File: src/rtl/flag_pkg.sv
// Shared constants for the 8086 FLAGS unit: bit positions, op/load encodings,
// Jcc condition codes and the architectural reserved-bit masks.
package flag_pkg;

  localparam int WORD_SIZE = 16;

  // FLAGS word bit positions
  localparam int FL_CF = 0;
  localparam int FL_PF = 2;
  localparam int FL_AF = 4;
  localparam int FL_ZF = 6;
  localparam int FL_SF = 7;
  localparam int FL_TF = 8;
  localparam int FL_IF = 9;
  localparam int FL_DF = 10;
  localparam int FL_OF = 11;

  // ALU status word bit positions
  localparam int ST_CF = 4;
  localparam int ST_PF = 5;
  localparam int ST_AF = 6;
  localparam int ST_ZF = 7;
  localparam int ST_SF = 8;
  localparam int ST_OF = 12;

  // alu_mask bit positions, mask is {OF,SF,ZF,AF,PF,CF}
  localparam int AM_CF = 0;
  localparam int AM_PF = 1;
  localparam int AM_AF = 2;
  localparam int AM_ZF = 3;
  localparam int AM_SF = 4;
  localparam int AM_OF = 5;

  typedef enum logic [2:0] {
    OP_NOP = 3'd0,
    OP_CLC = 3'd1,
    OP_STC = 3'd2,
    OP_CMC = 3'd3,
    OP_CLD = 3'd4,
    OP_STD = 3'd5,
    OP_CLI = 3'd6,
    OP_STI = 3'd7
  } flag_op_e;

  typedef enum logic {
    LOAD_POPF = 1'b0,
    LOAD_SAHF = 1'b1
  } load_sel_e;

  localparam logic [3:0] CC_O  = 4'h0;
  localparam logic [3:0] CC_NO = 4'h1;
  localparam logic [3:0] CC_B  = 4'h2;
  localparam logic [3:0] CC_AE = 4'h3;
  localparam logic [3:0] CC_E  = 4'h4;
  localparam logic [3:0] CC_NE = 4'h5;
  localparam logic [3:0] CC_BE = 4'h6;
  localparam logic [3:0] CC_A  = 4'h7;
  localparam logic [3:0] CC_S  = 4'h8;
  localparam logic [3:0] CC_NS = 4'h9;
  localparam logic [3:0] CC_P  = 4'hA;
  localparam logic [3:0] CC_NP = 4'hB;
  localparam logic [3:0] CC_L  = 4'hC;
  localparam logic [3:0] CC_GE = 4'hD;
  localparam logic [3:0] CC_LE = 4'hE;
  localparam logic [3:0] CC_G  = 4'hF;

  localparam logic [15:0] FLAGS_MASK = 16'h0FD5;
  localparam logic [7:0]  SAHF_MASK  = 8'hD5;

endpackage

File: src/rtl/flag_unit_if.sv
// Control/status bundle between the execution pipeline and the FLAGS unit.
// master = pipeline side, slave = flag_unit.
interface flag_unit_if;
  import flag_pkg::*;

  logic                 alu_valid;
  logic [WORD_SIZE-1:0] alu_status;
  logic [5:0]           alu_mask;
  logic                 flag_op_valid;
  logic [2:0]           flag_op;
  logic                 load_valid;
  logic                 load_sel;
  logic [WORD_SIZE-1:0] load_data;
  logic                 instr_done;
  logic                 intr_req;
  logic                 int_enter;
  logic [3:0]           cond_code;
  logic [WORD_SIZE-1:0] flags;
  logic                 cond_true;
  logic                 trap_take;
  logic                 intr_take;

  modport master (
    output alu_valid, alu_status, alu_mask, flag_op_valid, flag_op,
           load_valid, load_sel, load_data, instr_done, intr_req,
           int_enter, cond_code,
    input  flags, cond_true, trap_take, intr_take
  );

  modport slave (
    input  alu_valid, alu_status, alu_mask, flag_op_valid, flag_op,
           load_valid, load_sel, load_data, instr_done, intr_req,
           int_enter, cond_code,
    output flags, cond_true, trap_take, intr_take
  );

endinterface

File: src/rtl/flag_cond.sv
// Combinational Jcc evaluator: cond_code against a FLAGS word, no state.
// Odd codes are the complement of the preceding even code.
module flag_cond
  import flag_pkg::*;
(
  input  logic [3:0]           cond_code,
  input  logic [WORD_SIZE-1:0] flags,
  output logic                 cond_true
);

  logic base;
  logic unused_flag_bits;

  assign unused_flag_bits = ^{flags[15:12], flags[10:8], flags[5:3], flags[1]};

  always_comb begin
    base = 1'b0;
    unique case (cond_code)
      CC_O,  CC_NO: base = flags[FL_OF];
      CC_B,  CC_AE: base = flags[FL_CF];
      CC_E,  CC_NE: base = flags[FL_ZF];
      CC_BE, CC_A:  base = flags[FL_CF] | flags[FL_ZF];
      CC_S,  CC_NS: base = flags[FL_SF];
      CC_P,  CC_NP: base = flags[FL_PF];
      CC_L,  CC_GE: base = flags[FL_SF] ^ flags[FL_OF];
      CC_LE, CC_G:  base = flags[FL_ZF] | (flags[FL_SF] ^ flags[FL_OF]);
      default:      base = 1'b0;
    endcase
    cond_true = base ^ cond_code[0];
  end

endmodule

File: src/rtl/flag_unit.sv
// 8086 FLAGS register plus instruction-boundary trap/interrupt sequencer.
// Writes land one cycle after their valid; trap_take/intr_take are one-cycle registered pulses.
module flag_unit
  import flag_pkg::*;
(
  input  logic        clk,
  input  logic        reset_n,
  flag_unit_if.slave  bus
);

  logic [WORD_SIZE-1:0] flags_q, flags_d;
  logic shadow_q, shadow_d;
  logic tf_start_q, tf_start_d;
  logic trap_take_q, trap_take_d;
  logic intr_take_q, intr_take_d;
  logic sti_exec;
  logic cond_true;
  logic unused_status;

  assign unused_status = ^{bus.alu_status[15:13], bus.alu_status[11:9], bus.alu_status[3:0]};

  // Sources applied lowest priority first so later ones override per bit.
  always_comb begin
    flags_d = flags_q;
    if (bus.alu_valid) begin
      if (bus.alu_mask[AM_CF]) flags_d[FL_CF] = bus.alu_status[ST_CF];
      if (bus.alu_mask[AM_PF]) flags_d[FL_PF] = bus.alu_status[ST_PF];
      if (bus.alu_mask[AM_AF]) flags_d[FL_AF] = bus.alu_status[ST_AF];
      if (bus.alu_mask[AM_ZF]) flags_d[FL_ZF] = bus.alu_status[ST_ZF];
      if (bus.alu_mask[AM_SF]) flags_d[FL_SF] = bus.alu_status[ST_SF];
      if (bus.alu_mask[AM_OF]) flags_d[FL_OF] = bus.alu_status[ST_OF];
    end
    if (bus.flag_op_valid) begin
      unique case (flag_op_e'(bus.flag_op))
        OP_NOP: ;
        OP_CLC: flags_d[FL_CF] = 1'b0;
        OP_STC: flags_d[FL_CF] = 1'b1;
        OP_CMC: flags_d[FL_CF] = ~flags_q[FL_CF];
        OP_CLD: flags_d[FL_DF] = 1'b0;
        OP_STD: flags_d[FL_DF] = 1'b1;
        OP_CLI: flags_d[FL_IF] = 1'b0;
        OP_STI: flags_d[FL_IF] = 1'b1;
        default: ;
      endcase
    end
    if (bus.load_valid) begin
      if (load_sel_e'(bus.load_sel) == LOAD_POPF) flags_d = bus.load_data & FLAGS_MASK;
      else                                       flags_d[7:0] = bus.load_data[7:0] & SAHF_MASK;
    end
    if (bus.int_enter) begin
      flags_d[FL_IF] = 1'b0;
      flags_d[FL_TF] = 1'b0;
    end
    flags_d = flags_d & FLAGS_MASK;
  end

  // Boundary decisions use pre-update register values only.
  always_comb begin
    sti_exec    = bus.flag_op_valid && (flag_op_e'(bus.flag_op) == OP_STI);
    trap_take_d = bus.instr_done & tf_start_q;
    intr_take_d = bus.instr_done & flags_q[FL_IF] & bus.intr_req & ~shadow_q & ~tf_start_q;
    tf_start_d  = bus.instr_done ? flags_q[FL_TF] : tf_start_q;
    shadow_d    = shadow_q;
    if (sti_exec)            shadow_d = 1'b1;
    else if (bus.instr_done) shadow_d = 1'b0;
  end

  always_ff @(posedge clk or negedge reset_n) begin
    if (!reset_n) begin
      flags_q     <= '0;
      shadow_q    <= 1'b0;
      tf_start_q  <= 1'b0;
      trap_take_q <= 1'b0;
      intr_take_q <= 1'b0;
    end else begin
      flags_q     <= flags_d;
      shadow_q    <= shadow_d;
      tf_start_q  <= tf_start_d;
      trap_take_q <= trap_take_d;
      intr_take_q <= intr_take_d;
    end
  end

  flag_cond u_cond (
    .cond_code (bus.cond_code),
    .flags     (flags_q),
    .cond_true (cond_true)
  );

  assign bus.flags     = flags_q;
  assign bus.cond_true = cond_true;
  assign bus.trap_take = trap_take_q;
  assign bus.intr_take = intr_take_q;

endmodule

File: src/flat_wrapper.sv
// flat-port wrapper written by rule: the top's interface ports become plain ports
module flag_unit_flat import flag_pkg::*;
  (clk, reset_n, bus_alu_valid, bus_alu_status, bus_alu_mask, bus_flag_op_valid, bus_flag_op, bus_load_valid, bus_load_sel, bus_load_data, bus_instr_done, bus_intr_req, bus_int_enter, bus_cond_code, bus_flags, bus_cond_true, bus_trap_take, bus_intr_take);
  flag_unit_if bus_i ();
  input  logic clk;
  input  logic reset_n;
  input wire logic [$bits(bus_i.alu_valid)-1:0] bus_alu_valid;
  input wire logic [$bits(bus_i.alu_status)-1:0] bus_alu_status;
  input wire logic [$bits(bus_i.alu_mask)-1:0] bus_alu_mask;
  input wire logic [$bits(bus_i.flag_op_valid)-1:0] bus_flag_op_valid;
  input wire logic [$bits(bus_i.flag_op)-1:0] bus_flag_op;
  input wire logic [$bits(bus_i.load_valid)-1:0] bus_load_valid;
  input wire logic [$bits(bus_i.load_sel)-1:0] bus_load_sel;
  input wire logic [$bits(bus_i.load_data)-1:0] bus_load_data;
  input wire logic [$bits(bus_i.instr_done)-1:0] bus_instr_done;
  input wire logic [$bits(bus_i.intr_req)-1:0] bus_intr_req;
  input wire logic [$bits(bus_i.int_enter)-1:0] bus_int_enter;
  input wire logic [$bits(bus_i.cond_code)-1:0] bus_cond_code;
  output wire logic [$bits(bus_i.flags)-1:0] bus_flags;
  output wire logic [$bits(bus_i.cond_true)-1:0] bus_cond_true;
  output wire logic [$bits(bus_i.trap_take)-1:0] bus_trap_take;
  output wire logic [$bits(bus_i.intr_take)-1:0] bus_intr_take;
  assign bus_i.alu_valid = bus_alu_valid;
  assign bus_i.alu_status = bus_alu_status;
  assign bus_i.alu_mask = bus_alu_mask;
  assign bus_i.flag_op_valid = bus_flag_op_valid;
  assign bus_i.flag_op = bus_flag_op;
  assign bus_i.load_valid = bus_load_valid;
  assign bus_i.load_sel = bus_load_sel;
  assign bus_i.load_data = bus_load_data;
  assign bus_i.instr_done = bus_instr_done;
  assign bus_i.intr_req = bus_intr_req;
  assign bus_i.int_enter = bus_int_enter;
  assign bus_i.cond_code = bus_cond_code;
  assign bus_flags = bus_i.flags;
  assign bus_cond_true = bus_i.cond_true;
  assign bus_trap_take = bus_i.trap_take;
  assign bus_intr_take = bus_i.intr_take;
  flag_unit u_core (.clk(clk), .reset_n(reset_n), .bus(bus_i));
endmodule
File: config.mk
export PLATFORM = sky130hd
export DESIGN_NAME = flag_unit_flat
export DESIGN_NICKNAME = d
export VERILOG_FILES = /design/src/rtl/flag_pkg.sv /design/src/rtl/flag_unit_if.sv /design/src/rtl/flag_cond.sv /design/src/rtl/flag_unit.sv /design/src/flat_wrapper.sv
export SDC_FILE = /design/constraint.sdc
export NUM_CORES = 1
export LEC_CHECK = 0
export CAP_MARGIN = 0
export CORE_UTILIZATION = 29
export CTS_CLUSTER_DIAMETER = 30
export DETAILED_ROUTE_END_ITERATION = 12
export GPL_TIMING_DRIVEN = 1
export PLACE_DENSITY_LB_ADDON = 0.15
export REMOVE_ABC_BUFFERS = 1
export SKIP_CTS_REPAIR_TIMING = 1
export SLEW_MARGIN = 20
export SYNTH_ARGS = -nofsm -noshare
export SYNTH_HDL_FRONTEND = slang
export SYNTH_HIERARCHICAL = 1
export SYNTH_SLANG_ARGS = --single-unit
File: constraint.sdc
create_clock -name clk -period 1.54 [get_ports clk]
set_clock_uncertainty 0.2 [all_clocks]
set_input_delay 0.308 -clock clk [delete_from_list [all_inputs] [get_ports clk]]
set_output_delay 0.308 -clock clk [all_outputs]
set_load 0.02 [all_outputs]
Figure 1. Cells colored by class.
Bar = 20 um.
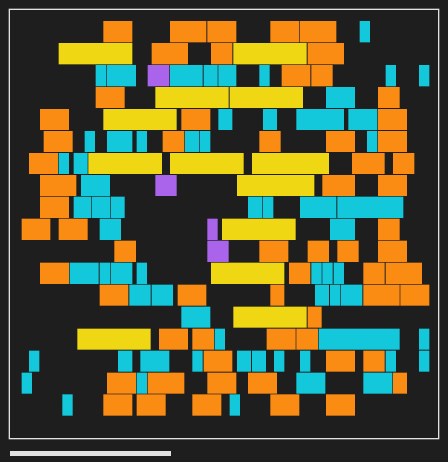
- orange: other buffers and delay cells (cells 62)
- cyan: combinational and other logic (cells 64)
- purple: clock drivers and dummy loads (cells 4)
- yellow: flops (cells 13)
core box area: 2480 sq um
register share of the cell area: 23.4%
final instance area: 1400 sq um
# rows: 18

Figure 2. Track usage over the die.
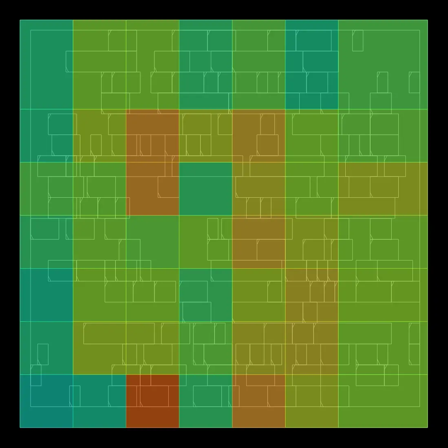
Util after Layout: 56.5%
GR Util met1: 16.6%

Figure 3. Signal wires by layer.
Bar = 20 um. Two of the layers only.
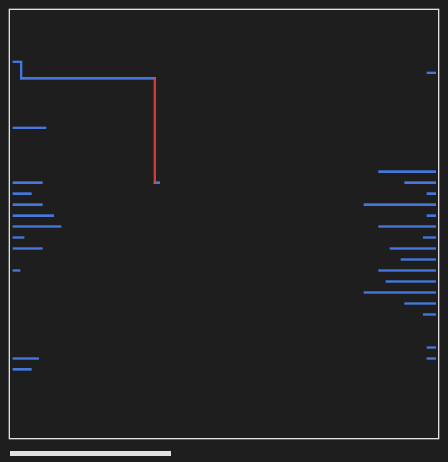
- red: metal 4 (wire length 12.9 um)
- blue: metal 3 (wire length 121 um)
DR vias: 772
Total Routed Length: 2000 um
drt wl/cell: 11.6 um
GR Util All Layers: 15.4%

==> results.ini <==
[placed_design]
hpwl_um = 1580
placed_cells = 169
postPlaceCellArea_sq_um = 1340
port_buffers = 48
place.gp.congestion = 0.624
pre_cts_ws_ns = -1.08

[pwr]
switching_power_mw = 0.286
maxPowerGroup = sequential cells
p_sw_share_pct = 29.5
pwr-share-clk_pct = 20.9
power_mw = 0.968
pwr_density_cell_nw_per_um2 = 691
pwr-share-seq_pct = 40.7
seq_power_mw = 0.394
intPower_mw = 0.682
power_leakage_nw = 0.736
p_comb_mw = 0.371
pg_clk_mw = 0.202
combinationalPowerShare_pct = 38.4
vdd_drop_max_mv = 0.499

[clocking]
cts_buffers = 3
cts_buffer_depth = 2
clk_pin_slew_worst_paths_ns = 0.08
cts_root_buf = clkbuf_4
clk_latency_ns = 0.27
cts_htree_levels = 1
cts_tree = built
clock_sinks = 13

[critical_path]
start_kind = register
setup.worst_path.class = register to output port
path_max_fanout = 3
required_ns = 1.03
r2r-end = u_core/bus.flags[7]
setup.worst_path.end_class = output port
cp-endpoint = bus_cond_true
r2r-start = u_core/bus.flags[7]
cpMaxStageDelayCell = dfrtp_2
regToRegSetupSlack_ns = 0.42
r2r_cells = 3
max_stage_delay_ns = 0.45
crit_chain = xnor2_2 > o32ai_4 > a211oi_2 > xnor2_1 > buf_4
cp.arrival_ns = 1.55
critPathLaunch = u_core/bus.flags[7]

[floorplanning]
io_pins = 73
nWellTaps = 30
fp.dieH_um = 53.0
floorplan.initialDensity_pct = 30.5
die_w_um = 53.0
die-area_sq_um = 2810

[yosys]
topCellsByArea = dfrtp_1 (43%), mux2i_1 (12%), buf_4 (8.0%)
yosysTopAreaCell = dfrtp_1
ys_warn_count = 6
yosysCellCount = 80
top_cell_area_share_pct = 43.1
ys_chip_area_sq_um = 754
ys_seq_share_pct = 43.1
synth_area_per_cell_sq_um = 9.43
syn_inst = 80
synth_area_sq_um = 754
synth_flop_count = 13
yosysUniqueCellTypes = 25

[timing]
hold_viol = 0
fin_crit_ns = 2.05
setup_slack_ns = -0.514
drv_slew = 0
rsz0062_at_grt = yes
whs_ns = 0.134
finalClockPeriodUsage_pct = 133
timing.fmax_mhz = 487
finalSetupViolCount = 1
finalSetupTns_ns = -0.514

[final_layout]
lay_top_count = clkdlybuf4s50_1
buffers = 62
clk_share_pct = 1.88
top_area_cell_class = non-clock buffers
layout.nets = 198
syn_to_final_growth_pct = 85.6
largest_register_ffs = 9
flops = 13
stdcell_count = 173
final_layout_size_suffix_gt1_share_pct = 21.0
seq_area_sq_um = 328
final_cell_mix = clkdlybuf4s50_1 (34), nand2_1 (16), buf_4 (15)
n_clock_buffer = 4
inverters = 1
sh_comb_area_pct = 29.6
area_share_nonclk_buffers_pct = 42.2
num-multi-input-gates = 63
logic_area_sq_um = 414
fill_cells = 239
diodes = 0

[route]
first_pass_iters = 4
drc = 0
initialDrtViolationCount = 10
drt-vias-per-instance = 4.46
final_antenna_net_count = 0

[flow_run]
warnings = 43
drv_cap = 0

[grt]
grt_max_degree = 14
gr-total-overflow = 0
grt_first_pass_wirelength_um = 3040
grt_pass1_vias = 732
antenna_found_initial = 0

[worst_hold_path]
hp-class = primary input to asynchronous set/reset pin

[outcome]
status = finished with violations
failed_checks = negative setup slack

==> critical path, delay by kind of cell (launching register included) <==
| kind | cells | cell delay (ns) |
|---|---|---|
| DFF | 1 | 0.45 |
| xor gates and xnor gates | 2 | 0.38 |
| AOI/OAI and AO/OA | 2 | 0.30 |
| buffers and inverters | 1 | 0.16 |
==> worst min-delay path by stage <==
stage / end / slack [ns] / start / cells past startpoint
final: u_core/bus.intr_take / 0.13 / reset_n / 2
after global placement: u_core/bus.intr_take / 0.23 / u_core/shadow_q / 1
after CTS: u_core/bus.intr_take / 0.13 / reset_n / 2
after global routing: u_core/bus.intr_take / 0.12 / reset_n / 2
after detailed placement: u_core/bus.intr_take / 0.23 / u_core/shadow_q / 1
after floorplan: u_core/bus.flags[0] / -0.19 / reset_n / 0
==> routing by layer <==
metal	GRT usage (%)	routed length, um	vias to the layer above
met1	16.6	841	347
met5	0	0	-
met4	6.58	12	0
met3	4.02	120	2
li1	-	-	394
met2	27.8	1030	29
==> cells by family (layout without fill, tap and decap cells) <==
kind of cell,after synthesis,after routing,share of synthesized area [%]
AND-OR/OR-AND,13,13,12.3
XOR/XNOR,2,2,2.32
flip-flops,13,13,43.1
AND/OR/NAND/NOR,31,31,19.2
multiplexers,10,10,13.4
other,1,7,0.497
buffers and inverters,10,67,9.12
==> Yosys cell counts <==
master    instances
conb_1            1
dfrtp_1          13
nor3b_1           1
a211oi_2          1
nand2b_1          1
inv_1             1
nand3b_1          2
nand3_1           2
o32ai_2           1
a22oi_1           1
a311oi_1          1
nand4_1           1
nor2_1            5
nor3_1            1
o31ai_1           1
xnor2_1           2
mux2_2            1
a21oi_1           3
buf_2             1
and2_1            1
mux2i_1           9
nor4bb_1          1
nand2_1          16
buf_4             8
o21ai_0           5
Power figures rest on the tool's default switching activity, not on a simulated workload.
